### src/rtl/hdmi_pkg.sv
// Shared HDMI definitions: TMDS control symbols, lane indices, phase/clock-lane constants
// and the symbol-triple payload carried from the encoder to the serializer.
package hdmi_pkg;

   localparam int unsigned SYM_W    = 10;
   localparam int unsigned PHASES   = 5;
   localparam int unsigned PHASE_W  = 3;
   localparam int unsigned LANES    = 4;
   localparam int unsigned DOUT_W   = 2 * LANES;

   localparam logic [SYM_W-1:0] CTRL00 = 10'b1101010100;
   localparam logic [SYM_W-1:0] CTRL01 = 10'b0010101011;
   localparam logic [SYM_W-1:0] CTRL10 = 10'b0101010100;
   localparam logic [SYM_W-1:0] CTRL11 = 10'b1010101011;

   // TMDS clock lane: five ones then five zeros, transmitted LSB first
   localparam logic [SYM_W-1:0] CK_PATTERN = 10'b0000011111;

   typedef enum logic [1:0] {
      LANE_CK = 2'd0,
      LANE_D0 = 2'd1,
      LANE_D1 = 2'd2,
      LANE_D2 = 2'd3
   } lane_e;

   typedef struct packed {
      logic [SYM_W-1:0] d2;
      logic [SYM_W-1:0] d1;
      logic [SYM_W-1:0] d0;
   } sym_triple_t;

   localparam int unsigned TRIPLE_W = $bits(sym_triple_t);

   // Clock-lane bit pair for a given phase: {second bit, first bit}
   function automatic logic [1:0] ck_pair(input logic [PHASE_W-1:0] phase);
      return CK_PATTERN[{phase, 1'b0} +: 2];
   endfunction

endpackage

### src/rtl/sym_fifo2.sv
// Two-entry valid/ready FIFO for symbol triples. Slot 0 is always the head, so the
// read data comes straight from a register; ready is registered from next occupancy.
module sym_fifo2
   import hdmi_pkg::*;
(
   input  logic                clk,
   input  logic                reset_n,
   input  logic                wr_valid,
   output logic                wr_ready,
   input  logic [TRIPLE_W-1:0] wr_data,
   input  logic                rd_en,
   output logic [TRIPLE_W-1:0] rd_data,
   output logic [1:0]          level
);

   logic [1:0]          level_q;
   logic [1:0]          level_d;
   logic                ready_q;
   logic [TRIPLE_W-1:0] slot0_q;
   logic [TRIPLE_W-1:0] slot1_q;
   logic                do_push;
   logic                do_pop;

   assign do_push = wr_valid & ready_q;
   assign do_pop  = rd_en & (level_q != 2'd0);

   always_comb begin
      level_d = level_q;
      case ({do_push, do_pop})
         2'b10:   level_d = level_q + 2'd1;
         2'b01:   level_d = level_q - 2'd1;
         default: level_d = level_q;
      endcase
   end

   // A pop while full cannot coincide with a push because ready was low that cycle
   always_ff @(posedge clk) begin
      if (!reset_n) begin
         level_q <= 2'd0;
         ready_q <= 1'b1;
         slot0_q <= '0;
         slot1_q <= '0;
      end else begin
         level_q <= level_d;
         ready_q <= (level_d != 2'd2);
         if (do_pop) begin
            if (level_q == 2'd2) begin
               slot0_q <= slot1_q;
            end else if (do_push) begin
               slot0_q <= wr_data;
            end
         end else if (do_push) begin
            if (level_q == 2'd0) begin
               slot0_q <= wr_data;
            end else begin
               slot1_q <= wr_data;
            end
         end
      end
   end

   assign wr_ready = ready_q;
   assign rd_data  = slot0_q;
   assign level    = level_q;

endmodule

### src/rtl/tmds_lane_serializer.sv
// Serializes three TMDS data lanes plus the generated clock lane into an 8-bit DDR word,
// two bits per lane per 5x-pixel clock, with blanking insertion and underflow tracking.
module tmds_lane_serializer
   import hdmi_pkg::*;
#(
   parameter logic [9:0]  BLANK_SYM = CTRL00,
   parameter int unsigned CNT_W     = 16
)(
   input  logic             clk,
   input  logic             reset_n,
   input  logic             en,
   input  logic             sym_valid,
   output logic             sym_ready,
   input  logic [9:0]       sym_d0,
   input  logic [9:0]       sym_d1,
   input  logic [9:0]       sym_d2,
   output logic             pix_strobe,
   output logic [7:0]       dout,
   output logic             underflow,
   output logic [CNT_W-1:0] uflow_cnt
);

   logic [PHASE_W-1:0]  phase_q;
   logic                load;
   logic                fifo_empty;
   logic                pop;
   logic                starve;
   logic [1:0]          fifo_level;
   logic [TRIPLE_W-1:0] fifo_head;
   sym_triple_t         head;
   sym_triple_t         wr_triple;
   logic [SYM_W-1:0]    sh_d0_q;
   logic [SYM_W-1:0]    sh_d1_q;
   logic [SYM_W-1:0]    sh_d2_q;
   logic [DOUT_W-1:0]   dout_q;
   logic                underflow_q;
   logic [CNT_W-1:0]    cnt_q;

   assign wr_triple = '{d2: sym_d2, d1: sym_d1, d0: sym_d0};

   sym_fifo2 u_fifo (
      .clk      (clk),
      .reset_n  (reset_n),
      .wr_valid (sym_valid),
      .wr_ready (sym_ready),
      .wr_data  (wr_triple),
      .rd_en    (pop),
      .rd_data  (fifo_head),
      .level    (fifo_level)
   );

   assign head       = sym_triple_t'(fifo_head);
   assign load       = (phase_q == PHASE_W'(PHASES - 1));
   assign fifo_empty = (fifo_level == 2'd0);
   assign pop        = load & en & ~fifo_empty;
   assign starve     = load & en & fifo_empty;
   assign pix_strobe = load;

   // Free-running pixel phase, independent of en
   always_ff @(posedge clk) begin
      if (!reset_n) begin
         phase_q <= '0;
      end else if (load) begin
         phase_q <= '0;
      end else begin
         phase_q <= phase_q + PHASE_W'(1);
      end
   end

   // Data shifters: load a new symbol on the load cycle, otherwise move two bits along
   always_ff @(posedge clk) begin
      if (!reset_n) begin
         sh_d0_q <= BLANK_SYM;
         sh_d1_q <= BLANK_SYM;
         sh_d2_q <= BLANK_SYM;
      end else if (load) begin
         sh_d0_q <= pop ? head.d0 : BLANK_SYM;
         sh_d1_q <= pop ? head.d1 : BLANK_SYM;
         sh_d2_q <= pop ? head.d2 : BLANK_SYM;
      end else begin
         sh_d0_q <= sh_d0_q >> 2;
         sh_d1_q <= sh_d1_q >> 2;
         sh_d2_q <= sh_d2_q >> 2;
      end
   end

   // Output register: lane k occupies dout[2k+1:2k], first bit in the even position
   always_ff @(posedge clk) begin
      if (!reset_n) begin
         dout_q <= '0;
      end else begin
         dout_q <= {sh_d2_q[1:0], sh_d1_q[1:0], sh_d0_q[1:0], ck_pair(phase_q)};
      end
   end

   // Sticky underflow flag and saturating count of starved loads
   always_ff @(posedge clk) begin
      if (!reset_n) begin
         underflow_q <= 1'b0;
         cnt_q       <= '0;
      end else if (starve) begin
         underflow_q <= 1'b1;
         if (cnt_q != {CNT_W{1'b1}}) begin
            cnt_q <= cnt_q + CNT_W'(1);
         end
      end
   end

   assign dout      = dout_q;
   assign underflow = underflow_q;
   assign uflow_cnt = cnt_q;

endmodule

### config.mk
export PLATFORM = sky130hd
export DESIGN_NAME = tmds_lane_serializer
export DESIGN_NICKNAME = d
export VERILOG_FILES = /design/src/rtl/hdmi_pkg.sv /design/src/rtl/sym_fifo2.sv /design/src/rtl/tmds_lane_serializer.sv
export SDC_FILE = /design/constraint.sdc
export NUM_CORES = 1
export LEC_CHECK = 0
export CAP_MARGIN = 30
export CORE_MARGIN = 4
export CORE_UTILIZATION = 25
export DETAILED_ROUTE_END_ITERATION = 10
export GPL_ROUTABILITY_DRIVEN = 0
export PLACE_DENSITY_LB_ADDON = 0.08
export SYNTH_ARGS = -nofsm -noshare
export SYNTH_HDL_FRONTEND = slang
export SYNTH_SLANG_ARGS = --single-unit
### constraint.sdc
create_clock -name clk -period 5.7 [get_ports clk]
set_input_delay 0.855 -clock clk [delete_from_list [all_inputs] [get_ports clk]]
set_output_delay 0.855 -clock clk [all_outputs]
set_load 0.1 [all_outputs]
==> results.txt <==
flow finished, numbers: GRT overflow 0, delay of the slowest critical-path stage 1.14 ns, CTS hold repair buffers 0, Distinct cells, synth 45, post-CTS setup-driven buffer insertion count 0, global routing usage on met2 19.0%, die span in x 150 um, share of the synthesized area in the top cell type 47.9%, Slowest-stage cell, CP clkdlybuf4s50_1, CTS tree yes, setup repair after global routing missed its margin false, capturing element type of the critical path primary output, dominant combinational cell family by area after synthesis AND-OR/OR-AND gates, worst-case setup margin in the final layout 1.48 ns, MI comb area 0.00231 mm2, total power of the final layout 2.27 mW, area fraction in full adders, half adders and majority gates 1.48%, overall routing resource usage 12.5%, starting density of the core 25.7%, mean area per synthesized cell 8.58 um2, most crowded layer after global routing met2, fin. max-slew vios 0, total count of hold-check failures in the final report 0, pin slew with the least headroom to its limit 1.03 ns, via density per instance 4.72, first-pass iteration count of the detailed router 6, total length of routed met3 wires 598 um, synthesized netlist net count 630, path type of the worst min-delay path register to register, Worst Path Max Fanout 18, wire length of the first global-routing pass 22300 um, top-level port count 61, Setup Crit Path Kind register to primary output, tally of filler cells in the layout 2113, cell count in the Yosys report 590, Primary FF master, synth dfxtp_1, Final period util 74.0%, Synth async-reset ratio 0%, startpoint type of the worst setup path register, worst-case headroom to the max-slew limit 30.9%, cell count after synthesis 590, Top area cell types dfxtp_1 (48%), nand2_1 (6.4%), a2111oi_0 (5.2%), a211oi_1 (4.6%), a21boi_0 (4.5%), largest net degree at the start of global routing 66, CTS H-tree depth 4, Yosys Warn Count 0, outcome complete, no violations, most common cell after layout, fill and taps aside dfxtp_1, layout net count 669, post-layout minimum cycle time 4.22 ns, routed length per placed instance 14.8 um, maximum clock path buffer count 2, worst ir drop on vdd 0.199 mV, via count of the first global-routing pass 4160, Post-Synth XOR/XNOR Area 0.346%, topmost layer with routed signal wires met4, # rows 51, power per unit of standard cell area 349 mW/mm2, sequential share of the synthesized area 47.9%, drt first-iter violations 228, Leakage Power 2.37 nW, total negative slack for setup checks 0 ns, post-synthesis instance area 0.00506 mm2, port buffer count 60, delay-heaviest family, CP buffers and inverters, Final ANT Viol Nets 0, share of cells above drive strength 1 7.63%, most frequent logic cells in the routed design dfxtp_1 (121), nand2_1 (86), clkdlybuf4s50_1 (60), cells resized by post-CTS repair 0, maximum clock rate 237 MHz, grt met1 use 17.1%, number of buffers created by CTS 17, Antenna diodes 0, clock slew at reported path FFs 0.05 ns, worst setup timing slack at the placement stage 1.61 ns, hold slack final 0.433 ns, fraction of the mapped netlist area in simple logic gates 18.0%, number of OpenROAD warnings 28, Met2 Routed Length 5760 um, WL met1 6910 um, series of cell instances along the critical path inv_1 -> ha_1 -> nand2_1 -> clkinv_1 -> clkdlybuf4s50_1, DIE HEIGHT 150 um, floorplan die area 0.0226 mm2, sum of net half-perimeters after detailed placement 8990 um
## path summary, 6_finish.rpt
| check | startpoint | to | slack (ns) | cells after the start |
|---|---|---|---|---|
| hold / removal | sh_d0_q[1]$_SDFF_PN0_ | dout[3]$_SDFF_PN0_ | 0.43 | 1 |
| hold reg to reg | sh_d0_q[1]$_SDFF_PN0_ | dout[3]$_SDFF_PN0_ | 0.43 | 1 |
| setup / recovery | phase_q[0]$_SDFF_PP0_ | pix_strobe | 1.48 | 5 |
| setup reg to reg | phase_q[0]$_SDFF_PP0_ | u_fifo.wr_ready$_SDFF_PN1_ | 2.48 | 11 |
## where the power goes
| group | switching (mW) | internal [mW] | leakage [nW] |
|---|---|---|---|
| logic | 0.161 | 0.0931 | 1.09 |
| clock network | 0.393 | 0.692 | 0.287 |
| registers | 0.0293 | 0.906 | 0.991 |
| total | 0.583 | 1.69 | 2.37 |
## layout make-up
cell class	count	area share (%)
clock buffer	18	6.73
clock inverter	14	2.38
inverter	42	2.42
multi-input combinational	377	35.4
sequential	121	37.1
tap	265	5.08
timing repair buffer	70	10.9
## metrics by stage
stage / utilization [%] / std cells / instance area, um2
final: 33.2 / 907 / 6530
after global routing: 33.2 / 907 / 6530
after detailed placement: 30.1 / 874 / 5920
after floorplan: - / 590 / 5060
after global placement: 29.8 / 871 / 5870
after CTS: 33.1 / 906 / 6510
## synth_stat cells (6+ instances only)
library cell,number
a21boi_0,30
and3_1,34
a211oi_1,31
o21ai_0,12
a2111oi_0,30
o22ai_1,9
a22oi_1,15
dfxtp_1,121
clkbuf_1,48
a21oi_1,41
nand2_1,86
ha_1,6
and2_1,9
inv_1,40
nor2_1,17
### Metal 1

Cells faint in the background.
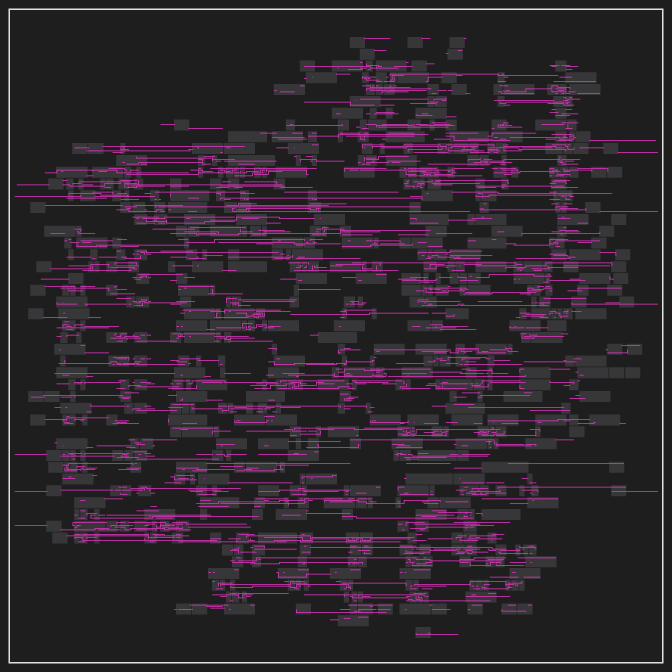
wire length on this layer: 6910 um
main direction: horizontal
longest straight run: 60.3 um
share of all routed wire: 51%

### Met2 routing

Scale bar: 50 um.
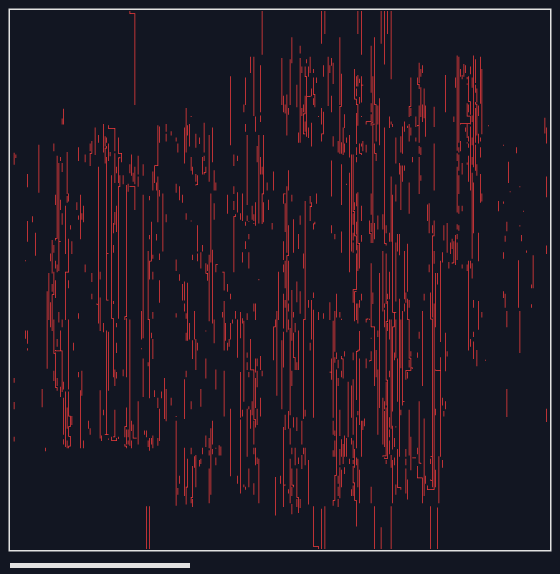
longest straight run: 51.7 um
wire length on this layer: 5760 um
share of all routed wire: 43%

### Met3 routing

Scale bar: 50 um.
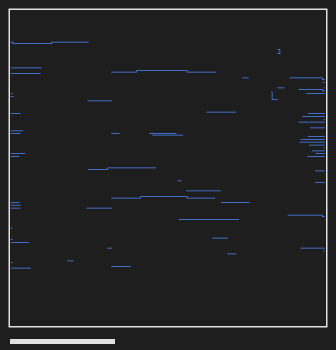
share of all routed wire: 4.5%
main direction: horizontal
nets with wire on the layer: 50
longest straight run: 28.5 um

### Clock routing

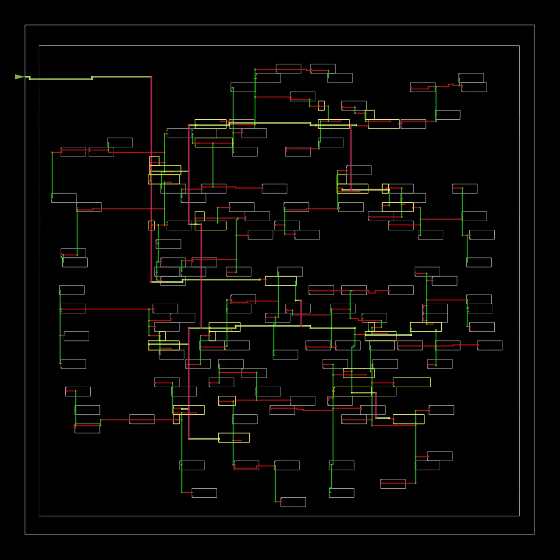
Latency at later pin: 0.42 ns
FF+latch count: 121
clock tree skew after final layout: 0.00639 ns
Num Clock Sinks: 121
clock buffers: 18

Power is estimated from default activity; no workload was simulated.
